File: config.mk
export PLATFORM = sky130hd
export DESIGN_NAME = useq_loader_flat
export DESIGN_NICKNAME = d
export VERILOG_FILES = /design/src/rtl/useq_loader_if.sv /design/src/rtl/useq_loader.sv /design/src/flat_wrapper.sv
export SDC_FILE = /design/constraint.sdc
export NUM_CORES = 2
export LEC_CHECK = 0
export ABC_AREA = 1
export CAP_MARGIN = 0
export CORE_MARGIN = 2
export CORE_UTILIZATION = 50
export CTS_CLUSTER_SIZE = 10
export DETAILED_ROUTE_END_ITERATION = 7
export PLACE_DENSITY_LB_ADDON = 0.3
export SLEW_MARGIN = 20
export SYNTH_ARGS = -nofsm -noshare
export SYNTH_HDL_FRONTEND = slang
export SYNTH_SLANG_ARGS = --single-unit
export TNS_END_PERCENT = 100
File: constraint.sdc
create_clock -name clk -period 3.7 [get_ports clk]
set_input_delay 1.11 -clock clk [delete_from_list [all_inputs] [get_ports clk]]
set_output_delay 1.11 -clock clk [all_outputs]
set_load 0.02 [all_outputs]
File: src/rtl/useq_loader_if.sv
// Byte-stream and program-fetch signals between useq_loader, its byte source
// (e.g. a UART receiver) and the useq fetch port.
interface useq_loader_if;
  logic [7:0] s_data;
  logic       s_valid;
  logic       s_ready;
  logic [7:0] mem_addr;
  logic [7:0] mem_data;

  modport master (
    output s_data,
    output s_valid,
    output mem_addr,
    input  s_ready,
    input  mem_data
  );

  modport slave (
    input  s_data,
    input  s_valid,
    input  mem_addr,
    output s_ready,
    output mem_data
  );
endinterface

File: src/rtl/useq_loader.sv
// Program store and framed byte-stream boot loader for the useq sequencer.
// Define USEQ_LOADER_CSUM_EN to add the trailing checksum byte and err flag.
module useq_loader #(
  parameter logic [7:0] SYNC_BYTE = 8'hA5,
  parameter int         DEPTH     = 256
) (
  input  logic              clk,
  input  logic              rst_n,
  useq_loader_if.slave      bus,
  output logic              core_rst_n,
  output logic              busy,
  output logic              done,
  output logic              err
);

`ifdef USEQ_LOADER_CSUM_EN
  typedef enum logic [1:0] {IDLE, LEN, DATA, CSUM} state_e;
`else
  typedef enum logic [1:0] {IDLE, LEN, DATA} state_e;
`endif

  state_e     state_q, state_d;
  logic [8:0] cnt_q, cnt_d;
  logic [7:0] wptr_q, wptr_d;
  logic       run_q, run_d;
  logic       done_q, done_d;
  logic       ready_q;
  logic       accept;
  logic       we;
`ifdef USEQ_LOADER_CSUM_EN
  logic [7:0] sum_q, sum_d;
  logic [7:0] csumTotal;
  logic       err_q, err_d;
`endif

  logic [7:0] mem_q [DEPTH];

  assign accept = bus.s_valid & ready_q;
`ifdef USEQ_LOADER_CSUM_EN
  assign csumTotal = sum_q + bus.s_data;
`endif

  always_comb begin
    state_d = state_q;
    cnt_d   = cnt_q;
    wptr_d  = wptr_q;
    run_d   = run_q;
    done_d  = 1'b0;
    we      = 1'b0;
`ifdef USEQ_LOADER_CSUM_EN
    sum_d   = sum_q;
    err_d   = err_q;
`endif
    if (accept) begin
      case (state_q)
        IDLE: begin
          if (bus.s_data == SYNC_BYTE) begin
            state_d = LEN;
            run_d   = 1'b0;
`ifdef USEQ_LOADER_CSUM_EN
            err_d   = 1'b0;
`endif
          end
        end
        LEN: begin
          // A length byte of zero encodes a full 256-byte image.
          cnt_d   = (bus.s_data == 8'd0) ? 9'd256 : {1'b0, bus.s_data};
          wptr_d  = 8'd0;
`ifdef USEQ_LOADER_CSUM_EN
          sum_d   = 8'd0;
`endif
          state_d = DATA;
        end
        DATA: begin
          we     = 1'b1;
          wptr_d = wptr_q + 8'd1;
          cnt_d  = cnt_q - 9'd1;
`ifdef USEQ_LOADER_CSUM_EN
          sum_d  = sum_q + bus.s_data;
`endif
          if (cnt_q == 9'd1) begin
`ifdef USEQ_LOADER_CSUM_EN
            state_d = CSUM;
`else
            state_d = IDLE;
            done_d  = 1'b1;
            run_d   = 1'b1;
`endif
          end
        end
`ifdef USEQ_LOADER_CSUM_EN
        CSUM: begin
          state_d = IDLE;
          if (csumTotal == 8'd0) begin
            done_d = 1'b1;
            run_d  = 1'b1;
            err_d  = 1'b0;
          end else begin
            err_d  = 1'b1;
          end
        end
`endif
        default: state_d = IDLE;
      endcase
    end
  end

  always_ff @(posedge clk or negedge rst_n) begin
    if (!rst_n) begin
      state_q <= IDLE;
      cnt_q   <= 9'd0;
      wptr_q  <= 8'd0;
      run_q   <= 1'b0;
      done_q  <= 1'b0;
      ready_q <= 1'b0;
`ifdef USEQ_LOADER_CSUM_EN
      sum_q   <= 8'd0;
      err_q   <= 1'b0;
`endif
    end else begin
      state_q <= state_d;
      cnt_q   <= cnt_d;
      wptr_q  <= wptr_d;
      run_q   <= run_d;
      done_q  <= done_d;
      ready_q <= 1'b1;
`ifdef USEQ_LOADER_CSUM_EN
      sum_q   <= sum_d;
      err_q   <= err_d;
`endif
    end
  end

  // The store has no reset so an aborted load leaves its partial writes behind.
  always_ff @(posedge clk) begin
    if (we) begin
      mem_q[wptr_q] <= bus.s_data;
    end
  end

  assign bus.s_ready  = ready_q;
  assign bus.mem_data = mem_q[bus.mem_addr];
  assign core_rst_n   = run_q;
  assign busy         = (state_q != IDLE);
  assign done         = done_q;
`ifdef USEQ_LOADER_CSUM_EN
  assign err          = err_q;
`else
  assign err          = 1'b0;
`endif

endmodule
File: src/flat_wrapper.sv
// flat-port wrapper written by rule: the top's interface ports become plain ports
module useq_loader_flat 
#(
  parameter logic [7:0] SYNC_BYTE = 8'hA5,
  parameter int         DEPTH     = 256
)
  (clk, rst_n, core_rst_n, busy, done, err, bus_s_data, bus_s_valid, bus_mem_addr, bus_s_ready, bus_mem_data);
  useq_loader_if bus_i ();
  input  logic clk;
  input  logic rst_n;
  output logic core_rst_n;
  output logic busy;
  output logic done;
  output logic err;
  input wire logic [$bits(bus_i.s_data)-1:0] bus_s_data;
  input wire logic [$bits(bus_i.s_valid)-1:0] bus_s_valid;
  input wire logic [$bits(bus_i.mem_addr)-1:0] bus_mem_addr;
  output wire logic [$bits(bus_i.s_ready)-1:0] bus_s_ready;
  output wire logic [$bits(bus_i.mem_data)-1:0] bus_mem_data;
  assign bus_i.s_data = bus_s_data;
  assign bus_i.s_valid = bus_s_valid;
  assign bus_i.mem_addr = bus_mem_addr;
  assign bus_s_ready = bus_i.s_ready;
  assign bus_mem_data = bus_i.mem_data;
  useq_loader #(.SYNC_BYTE(SYNC_BYTE), .DEPTH(DEPTH)) u_core (.clk(clk), .rst_n(rst_n), .bus(bus_i), .core_rst_n(core_rst_n), .busy(busy), .done(done), .err(err));
endmodule
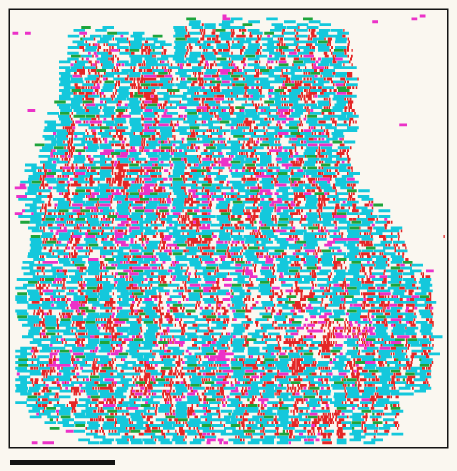
Figure 1: placed cells, one color a class.
Bar = 100 microns.
clock drivers and dummy loads -> green  # cells 289, share of their area 6.2%
remaining logic cells -> red  # cells 4,581, share of their area 22%
registers -> cyan  # cells 2,070, share of their area 63%
remaining buffers and delay cells -> magenta  # cells 773, share of their area 9.3%

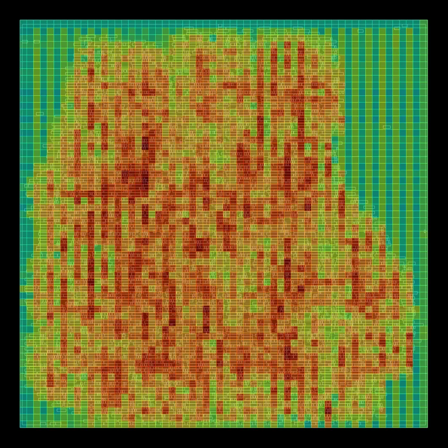
Figure 2: track usage over the die.
M3 GR Usage: 4.97%
Util after Layout: 60.9%
met1 usage: 39.8%
global route hottest layer: met2
GR Layer Usage met2: 44.7%

==> results.cfg <==
; synthesis and place-and-route metrics
[flow_run]
tool_warnings = 48

[power_and_ir_drop]
clockPowerShare_pct = 39.2
p_per_area_mw_per_mm2 = 493
combinationalPowerShare_pct = 9.1
internal-power_mw = 38.5
ir_drop_uv = 389
pwr-share-seq_pct = 51.6

[worst_setup_path]
r2r-end = u_core.mem_q[175][6]
path_max_fanout = 14
endpoint = bus_mem_data[7]
path_class = in2out
endpoint_kind = output pin
cpPeakStageDelay_ps = 210
reg2reg_from = u_core.state_q[0]
crit_path_start_kind = input pin
critical_path.top_delay_family = simple AND/OR/NAND/NOR gates
cp_num_buf_inv = 6

[yosys]
yosys_area_sq_mm = 0.0845
numSynthFlops = 2070
yosys.area.top_type_share_pct = 72.8
syn-cell-area_sq_mm = 0.0845
synth_warnings = 0
fp_nets = 7163
yosys_cells = 7134

[final_timing]
finalHoldViolCount = 0
period_used_pct = 114
finalSetupViolations = 8
clock_skew_ps = 40.2
layout_setup_ws_ps = -530
worst_pin_slew_ps = 1210
hold_ws_ps = 227
max_freq_mhz = 236

[run_status]
violations = negative setup slack
status = complete, but fails checks

[place]
dpl.cell_count = 9532
gp_congestion = 0.904

[floorplanning]
die_h_microns = 415

[grt]
grt_first_pass_wirelength_microns = 367000
grt_max_degree = 156
antenna_found_initial = 6

[finish]
area_growth_pct = 20.7
fin_area_sq_mm = 0.102

[clock_tree]
clockBufferDepth = 3
hold_buffers = 0
htree_levels = 4
cts_root_buffer = clkbuf_16
path_clk_slew_ps = 60
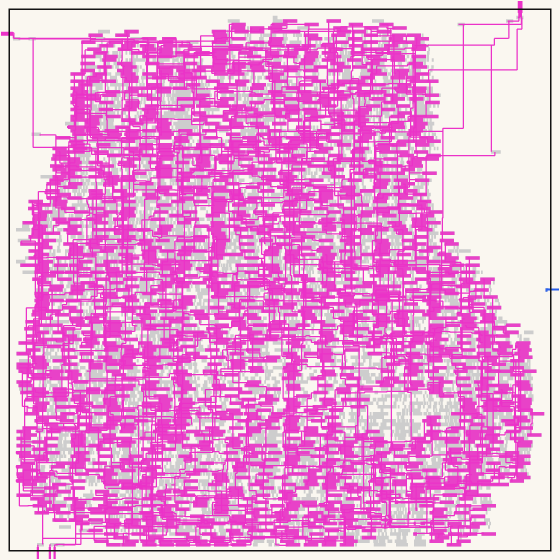
Figure 3: wires at chosen ports, followed through buffers.
err -> blue  # bits 1, direction output, end cells 1, buffers 0, wire 1.80 microns
bus_s_data -> magenta  # bits 8, direction input, end cells 2,061, buffers 40, wire 39.2 mm
I/O pin cnt: 32
port bufs: 30

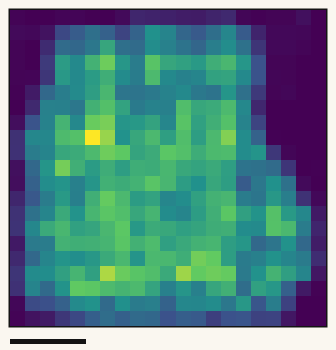
Figure 4: wiring heat map.
Bar = 100 microns. The die is cut into 21 by 21 equal tiles; dark purple is low, yellow is high, scaled to the fullest tile. Values are wire area over tile area, all layers added.
tiles over half the peak = 41%
fullest tile = 0.63
mean over tiles = 0.25
nearly empty tiles = 14%
via count: 59,742
routed wire length: 255,000 microns

layer usage:
layer  routed length (microns)  GRT usage [%]
met2                    119000           44.7
met1                     98000           39.8
met3                     27100           4.97
met4                     10800           11.9
met5                        13              0
cells in the mapped netlist, drive strengths merged:
library cell / n
a2111oi: 1
a211oi: 1
a21oi: 12
a221o: 1
a31o: 1
buf: 365
clkbuf: 120
conb: 2
dfrtp: 22
edfxtp: 2048
ha: 10
inv: 54
nand2: 2149
nand3: 2025
nand4: 4
nor2: 295
nor3: 7
nor4: 2
o211ai: 5
o21ai: 5
o221ai: 1
o22ai: 1
o41ai: 1
or2: 1
xnor2: 1
worst register-to-register path, delay by kind of cell, from the launching register on:
family,cells,cell delay [ps]
and+or+nand+nor,4,1060
adders and majority gates,1,420
buffers and inverters,5,930
DFF,1,380
cell families after synthesis:
family	count (synthesis)	synth area share [%]
XOR/XNOR	1	0.0104
other	2	0.00889
buffers and inverters	539	3.24
AND/OR/NAND/NOR	4483	23.0
flip-flops	2070	73.4
adder cells (fa/ha/maj)	10	0.148
AND-OR/OR-AND	29	0.215
final cells by class:
class                   count  area (sq um)  area share (%)
flip-flops and latches   2070         62000            60.8
repair inverters            2          41.3          0.0405
clock inverters            13           139           0.136
clock buffers             276          5990            5.87
multi-input cells        4525         21500            21.1
inverters                  54           265           0.260
well taps                2204          2760            2.70
diodes                      4          10.0         0.00981
repair buffers            773          9230            9.05
flip-flops by register name, indices dropped and copies added, names as in the netlist:
name                cells
u_core.core_rst_n       1
u_core.done             1
u_core.bus.s_ready      1
u_core.mem_q         2048
u_core.cnt_q            9
u_core.state_q          2
u_core.wptr_q           8
power by group through the flow:
stage	registers, mW	clock network [mW]	logic [mW]
global placement	26.4	0	3.81
floorplan	26.4	0	1.98
detailed placement	26.4	0	3.87
CTS	25.9	19.8	4.27
finish	26.0	19.7	4.59
global route	26.0	20.7	4.86
placed cells by master, fill, tap and decap left out, types with 3 or more instances in the layout:
| master | instances |
|---|---|
| nor3_1 | 7 |
| edfxtp_1 | 2048 |
| buf_12 | 125 |
| clkinv_1 | 3 |
| clkbuf_1 | 43 |
| clkinv_16 | 4 |
| clkbuf_16 | 249 |
| dfrtp_1 | 22 |
| buf_8 | 17 |
| diode_2 | 4 |
| nand3_2 | 246 |
| nor2_1 | 292 |
| nand3_1 | 1737 |
| a21oi_1 | 12 |
| nand2_1 | 2124 |
| clkdlybuf4s50_1 | 8 |
| ha_1 | 10 |
| nand3_4 | 42 |
| o21ai_0 | 5 |
| nand2_2 | 24 |
| o211ai_1 | 5 |
| buf_6 | 36 |
| inv_6 | 6 |
| bufbuf_16 | 9 |
| buf_16 | 54 |
| inv_1 | 48 |
| buf_4 | 506 |
| nand4_1 | 4 |
through the flow:
| stage | setup TNS, ps | total power, mW | setup slack, ps |
|---|---|---|---|
| after floorplan | 0 | 28.4 | 168 |
| after global placement | -6850 | 30.2 | -944 |
| after detailed placement | -7000 | 30.3 | -950 |
| after CTS | -4040 | 50.0 | -580 |
| after global routing | -4320 | 51.5 | -575 |
| final | -4070 | 50.3 | -530 |
Power and IR drop assume default switching activity.
